==> src/rtl/io_port_unit.sv <==
// Memory-mapped I/O stage: output port 0xFE, debounced input port 0xFF,
// and the CPU read-data multiplexer behind the address decoder.
module io_port_unit #(
    parameter int unsigned          DATA_W          = 8,
    parameter int unsigned          DEBOUNCE_CYCLES = 4,
    parameter logic [DATA_W-1:0]    OPORT_RESET     = '0
) (
    input  logic              clk,
    input  logic              rst_n,
    input  logic              we_oport0,
    input  logic              we_iport0,
    input  logic              sel_ram_io,
    input  logic              sel_o_i,
    input  logic [DATA_W-1:0] wdata,
    input  logic [DATA_W-1:0] ram_rdata,
    input  logic [DATA_W-1:0] iport0_pin,
    output logic [DATA_W-1:0] oport0,
    output logic [DATA_W-1:0] rdata,
    output logic              iport0_changed
);

    localparam int unsigned CNT_W =
        (DEBOUNCE_CYCLES > 1) ? $clog2(DEBOUNCE_CYCLES) : 1;
    localparam logic [CNT_W-1:0] CNT_MAX = CNT_W'(DEBOUNCE_CYCLES - 1);

    logic [DATA_W-1:0] r_oport;
    logic [DATA_W-1:0] r_s1;
    logic [DATA_W-1:0] r_s2;
    logic [DATA_W-1:0] r_s3;
    logic [DATA_W-1:0] r_stable;
    logic [CNT_W-1:0]  r_cnt;
    logic              r_changed;

    logic              w_same;
    logic              w_moving;
    logic              w_accept;

    always_ff @(posedge clk or negedge rst_n) begin
        if (!rst_n) begin
            r_oport <= OPORT_RESET;
        end else if (we_oport0) begin
            r_oport <= wdata;
        end
    end

    // s1/s2 resolve metastability; s3 lets us see whether s2 is still moving.
    always_ff @(posedge clk or negedge rst_n) begin
        if (!rst_n) begin
            r_s1 <= '0;
            r_s2 <= '0;
            r_s3 <= '0;
        end else begin
            r_s1 <= iport0_pin;
            r_s2 <= r_s1;
            r_s3 <= r_s2;
        end
    end

    assign w_same   = (r_s2 == r_stable);
    assign w_moving = (r_s2 != r_s3);
    assign w_accept = !w_same && !w_moving && (r_cnt == CNT_MAX);

    always_ff @(posedge clk or negedge rst_n) begin
        if (!rst_n) begin
            r_cnt    <= '0;
            r_stable <= '0;
        end else if (w_same || w_moving) begin
            r_cnt    <= '0;
        end else if (w_accept) begin
            r_cnt    <= '0;
            r_stable <= r_s2;
        end else begin
            r_cnt    <= r_cnt + 1'b1;
        end
    end

    // A fresh update outranks an acknowledge in the same cycle.
    always_ff @(posedge clk or negedge rst_n) begin
        if (!rst_n) begin
            r_changed <= 1'b0;
        end else if (w_accept) begin
            r_changed <= 1'b1;
        end else if (we_iport0) begin
            r_changed <= 1'b0;
        end
    end

    always_comb begin
        rdata = ram_rdata;
        if (sel_ram_io) begin
            rdata = sel_o_i ? r_stable : r_oport;
        end
    end

    assign oport0         = r_oport;
    assign iport0_changed = r_changed;

endmodule

==> config.mk <==
export PLATFORM = sky130hd
export DESIGN_NAME = io_port_unit
export DESIGN_NICKNAME = d
export VERILOG_FILES = /design/src/rtl/io_port_unit.sv
export SDC_FILE = /design/constraint.sdc
export NUM_CORES = 1
export LEC_CHECK = 0
export ABC_AREA = 1
export CORE_UTILIZATION = 40
export DETAILED_ROUTE_END_ITERATION = 10
export PLACE_DENSITY = 0.76
export SLEW_MARGIN = 20
export SYNTH_ARGS = -nofsm -noshare
export SYNTH_HDL_FRONTEND = slang
export SYNTH_SLANG_ARGS = --single-unit
==> constraint.sdc <==
create_clock -name clk -period 2.2 [get_ports clk]
set_input_delay 0.33 -clock clk [delete_from_list [all_inputs] [get_ports clk]]
set_output_delay 0.33 -clock clk [all_outputs]
set_load 0.02 [all_outputs]
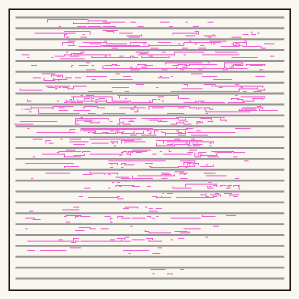
**Above:** run 1 (metal 1).
Drawn at 4 px/um. Supply wires on this layer in gray.
The wires run mostly horizontal. The layer holds 45% of the routed length. 248 nets have wire on it.

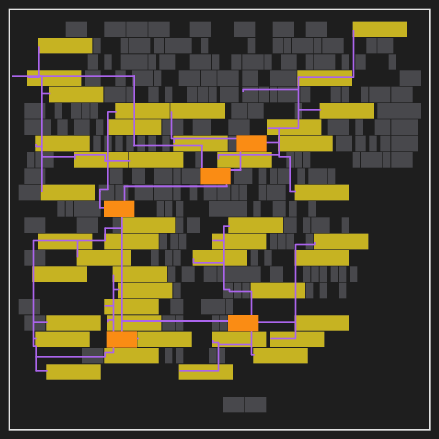
**Above:** run 1 (clock wires, drivers and flops).
Drawn at 6 px/um.
Key: flip-flops = yellow [count 43]; clock drivers = orange [count 5]; clock wires = purple [length 451 um]
There are 6 routed clock nets.

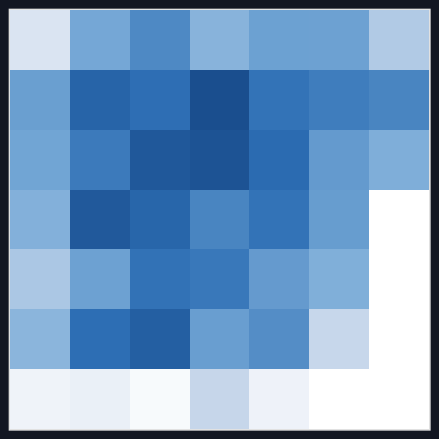
**Above:** run 1 (cell density map).
Drawn at 6 px/um. 7 x 7 tiles, from white (low) to dark blue (high), 0 to 100% covered.
The fullest tile reaches 88%. The mean over all tiles is 50%. The emptiest ninth of the die: south-east. 10% of the tiles are nearly empty. 16% of the tiles are over 75% full.

==> flow_summary.json, run 1 <==
{
  "cts_sinks": 43,
  "rr_worst_depth": 8,
  "grt_overflow": 0,
  "non_clock_inverter_count": 25,
  "total_power_uw": 1570,
  "synth_seq_share": 0.584,
  "gp_congestion": 0.785,
  "finalHoldViolations": 0,
  "timing.rr.start": "r_s2[0]",
  "grt.total_usage": 0.155,
  "met1_usage": 0.182,
  "seq_cell_count": 43,
  "dp.cells": 294,
  "clock_latency_ns": 0.29,
  "final_cells": 302,
  "synth.most_common_cell": "nand2_1",
  "async_reset_ff_frac": 1.00,
  "status": "completed",
  "clock_cell_area_share": 0.0358,
  "synth_compound_gate_area_share": 0.0808,
  "rsz0062_at_grt": "no",
  "layout_top_cell": "nand2_1",
  "p_int_uw": 1170,
  "tapCellCount": 52,
  "cp-start-kind": "input port",
  "hold_buffers": 0,
  "skew_ns": 0.00573,
  "mux_share": 0,
  "synth-seq-cells": 43,
  "post-route-drc-count": 0,
  "power_density_mw_per_mm2": 633,
  "cts_root_buf": "clkbuf_8",
  "port-buffer-count": 46,
  "tightestPinTransition_ns": 0.516,
  "vias": 1376,
  "yosysChipArea_mm2": 0.00184,
  "synth_area_mm2": 0.00184,
  "htreeDepth": 2,
  "yosys_warnings": 0,
  "peakVddDrop_mv": 0.553,
  "syn2layout_area_growth_pct": 34.8,
  "synthTopLogicFamily": "simple AND/OR/NAND/NOR gates",
  "pg_clk_uw": 482,
  "grt_most_used_layer": "met2",
  "postRouteAntennaNets": 0,
  "dr.pass1.iters": 4,
  "gr-usage-met2": 0.272,
  "crit_path_start": "sel_o_i",
  "pwr-share-seq": 0.541,
  "period_needed_ns": 1.92,
  "largest_class": "sequential cells",
  "combGateArea_um2": 648,
  "avgViaCountPerCell": 4.56,
  "core_mm2": 0.00438,
  "die_area_mm2": 0.00488,
  "final_cell_area_mm2": 0.00248,
  "seq_power_uw": 850,
  "grt_pass1_wl_mm": 6.06,
  "relSlewSlack": 0.656,
  "met1_length_mm": 1.53,
  "synthTopCellsByCount": "nand2_1, dfrtp_1, inv_1",
  "cp-end-kind": "output pin",
  "wirelength_mm": 3.41,
  "cts_resized": 2,
  "ioPinCount": 47,
  "maxCapViolCount": 0,
  "edf_count": 0,
  "cpPeakStageDelay_ns": 0.44,
  "clk_pin_slew_ns": 0.08,
  "grt_pass1_vias": 1423,
  "hp-class": "input port to async pin",
  "clkbuf_count": 5,
  "ys.flop_type": "dfrtp_1",
  "crit_buf_inv": 3,
  "wl_met2_mm": 1.75,
  "post_cts_buffers": 0,
  "hold_ws_ns": 0.0810,
  "seq_share": 0.433,
  "reg2reg_to": "r_stable[3]",
  "crit_slowest_cell": "clkdlybuf4s50_1",
  "p_comb_uw": 240,
  "first_iter_violations": 44,
  "yosys.area.top_type_share": 0.584,
  "fmax_mhz": 520,
  "simple_gate_area_frac": 0.226,
  "buf_share": 0.206,
  "die_w_um": 69.9,
  "antennaDiodeCount": 0,
  "ys_top_cells_by_area": "dfrtp_1, nand2_1, inv_1"
}
**Run 1: the clock network**

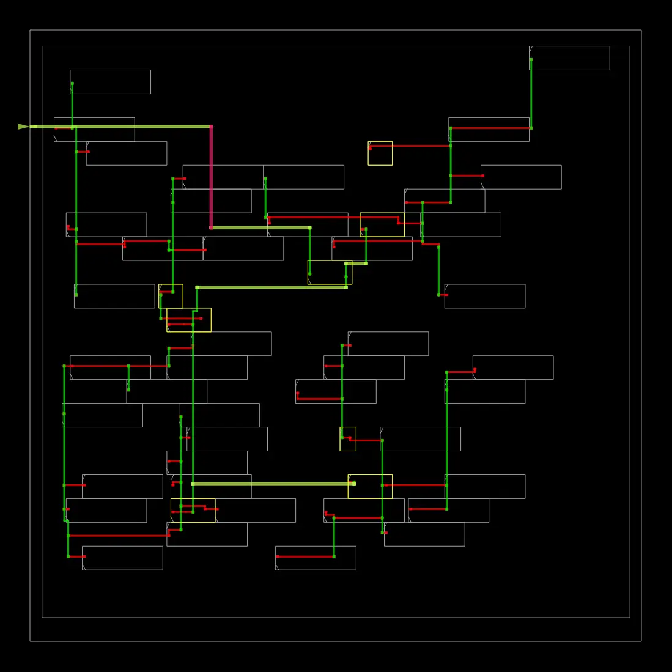

## Run 2: what changed since run 1
--- a/config.mk
+++ b/config.mk
@@ -8,7 +8,8 @@
 export ABC_AREA = 1
 export CORE_UTILIZATION = 40
 export DETAILED_ROUTE_END_ITERATION = 10
-export PLACE_DENSITY = 0.76
+export DONT_BUFFER_PORTS = 1
+export PLACE_DENSITY = 0.63
 export SLEW_MARGIN = 20
 export SYNTH_ARGS = -nofsm -noshare
 export SYNTH_HDL_FRONTEND = slang
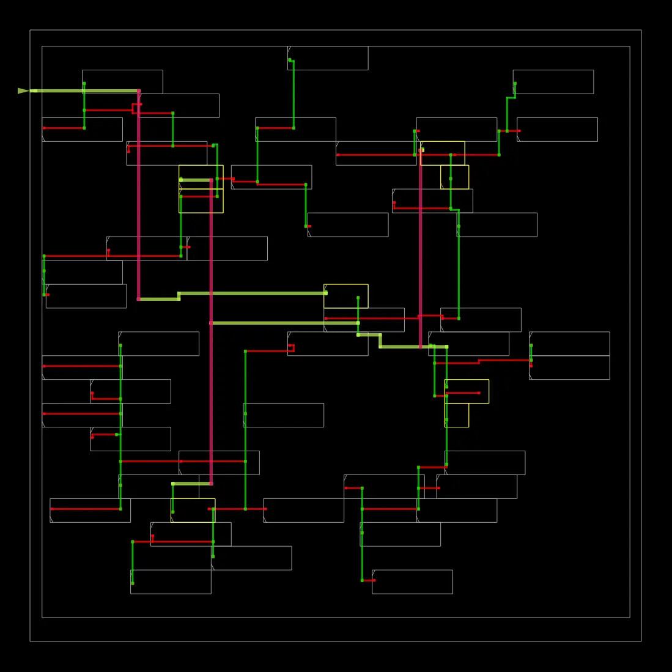
**Above:** run 2 (the clock network).
clk_skew: 0.0106 ns
clock sinks: 43

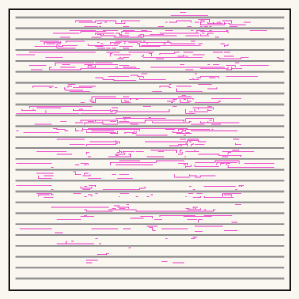
**Above:** run 2 (metal 1).
Drawn at 4 px/um. Supply wires on this layer in gray.
The layer carries 1510 um of wire. 193 nets have wire on it. The layer holds 47% of the routed length. The wires run mostly horizontal. The longest straight run is 24.8 um.

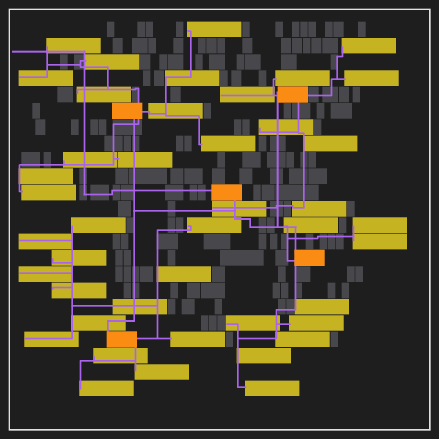
**Above:** run 2 (clock wires, drivers and flops).
Drawn at 6 px/um.
Key: clock drivers = orange [count 5]; flip-flops = yellow [count 43]; clock wires = purple [length 530 um]
Position of the flops: all over the die.

==> flow_summary.json, run 2 <==
{
  "status": "completed",
  "grt_pass1_vias": 1204,
  "clk_pin_slew_ns": 0.09,
  "clkbuf_count": 6,
  "ys.flop_type": "dfrtp_1",
  "pg_clk_uw": 535,
  "largest_class": "sequential cells",
  "core_mm2": 0.00438,
  "cts_root_buf": "clkbuf_8",
  "met1_length_mm": 1.51,
  "p_comb_uw": 114,
  "total_power_uw": 1520,
  "rsz0062_at_grt": "no",
  "first_iter_violations": 65,
  "mux_share": 0,
  "antennaDiodeCount": 0,
  "seq_power_uw": 869,
  "clock_cell_area_share": 0.0491,
  "post_cts_buffers": 0,
  "synth.most_common_cell": "nand2_1",
  "layout_top_cell": "nand2_1",
  "wirelength_mm": 3.22,
  "simple_gate_area_frac": 0.226,
  "rr_worst_depth": 8,
  "grt_pass1_wl_mm": 5.45,
  "htreeDepth": 2,
  "synth_seq_share": 0.584,
  "synth_compound_gate_area_share": 0.0808,
  "crit_buf_inv": 1,
  "tightestPinTransition_ns": 0.486,
  "non_clock_inverter_count": 25,
  "die_w_um": 69.9,
  "grt.total_usage": 0.143,
  "final_cells": 254,
  "crit_path_start": "oport0[4]",
  "final_cell_area_mm2": 0.00201,
  "grt_most_used_layer": "met2",
  "yosys.area.top_type_share": 0.584,
  "wl_met2_mm": 1.51,
  "synthTopCellsByCount": "nand2_1, dfrtp_1, inv_1",
  "yosysChipArea_mm2": 0.00184,
  "cp-end-kind": "output pin",
  "cp-start-kind": "flop",
  "maxCapViolCount": 0,
  "combGateArea_um2": 648,
  "avgViaCountPerCell": 4.94,
  "hp-class": "input port to flop",
  "cpPeakStageDelay_ns": 0.47,
  "dr.pass1.iters": 4,
  "fmax_mhz": 571,
  "synth-seq-cells": 43,
  "edf_count": 0,
  "ioPinCount": 47,
  "tapCellCount": 52,
  "buf_share": 0.0149,
  "met1_usage": 0.189,
  "ys_top_cells_by_area": "dfrtp_1, nand2_1, inv_1",
  "p_int_uw": 1120,
  "dp.cells": 244,
  "crit_slowest_cell": "dfrtp_1",
  "finalHoldViolations": 0,
  "seq_share": 0.535,
  "post-route-drc-count": 0,
  "relSlewSlack": 0.677,
  "async_reset_ff_frac": 1.00,
  "yosys_warnings": 0,
  "cts_resized": 0
}
Power figures rest on the tool's default switching activity, not on a simulated workload.
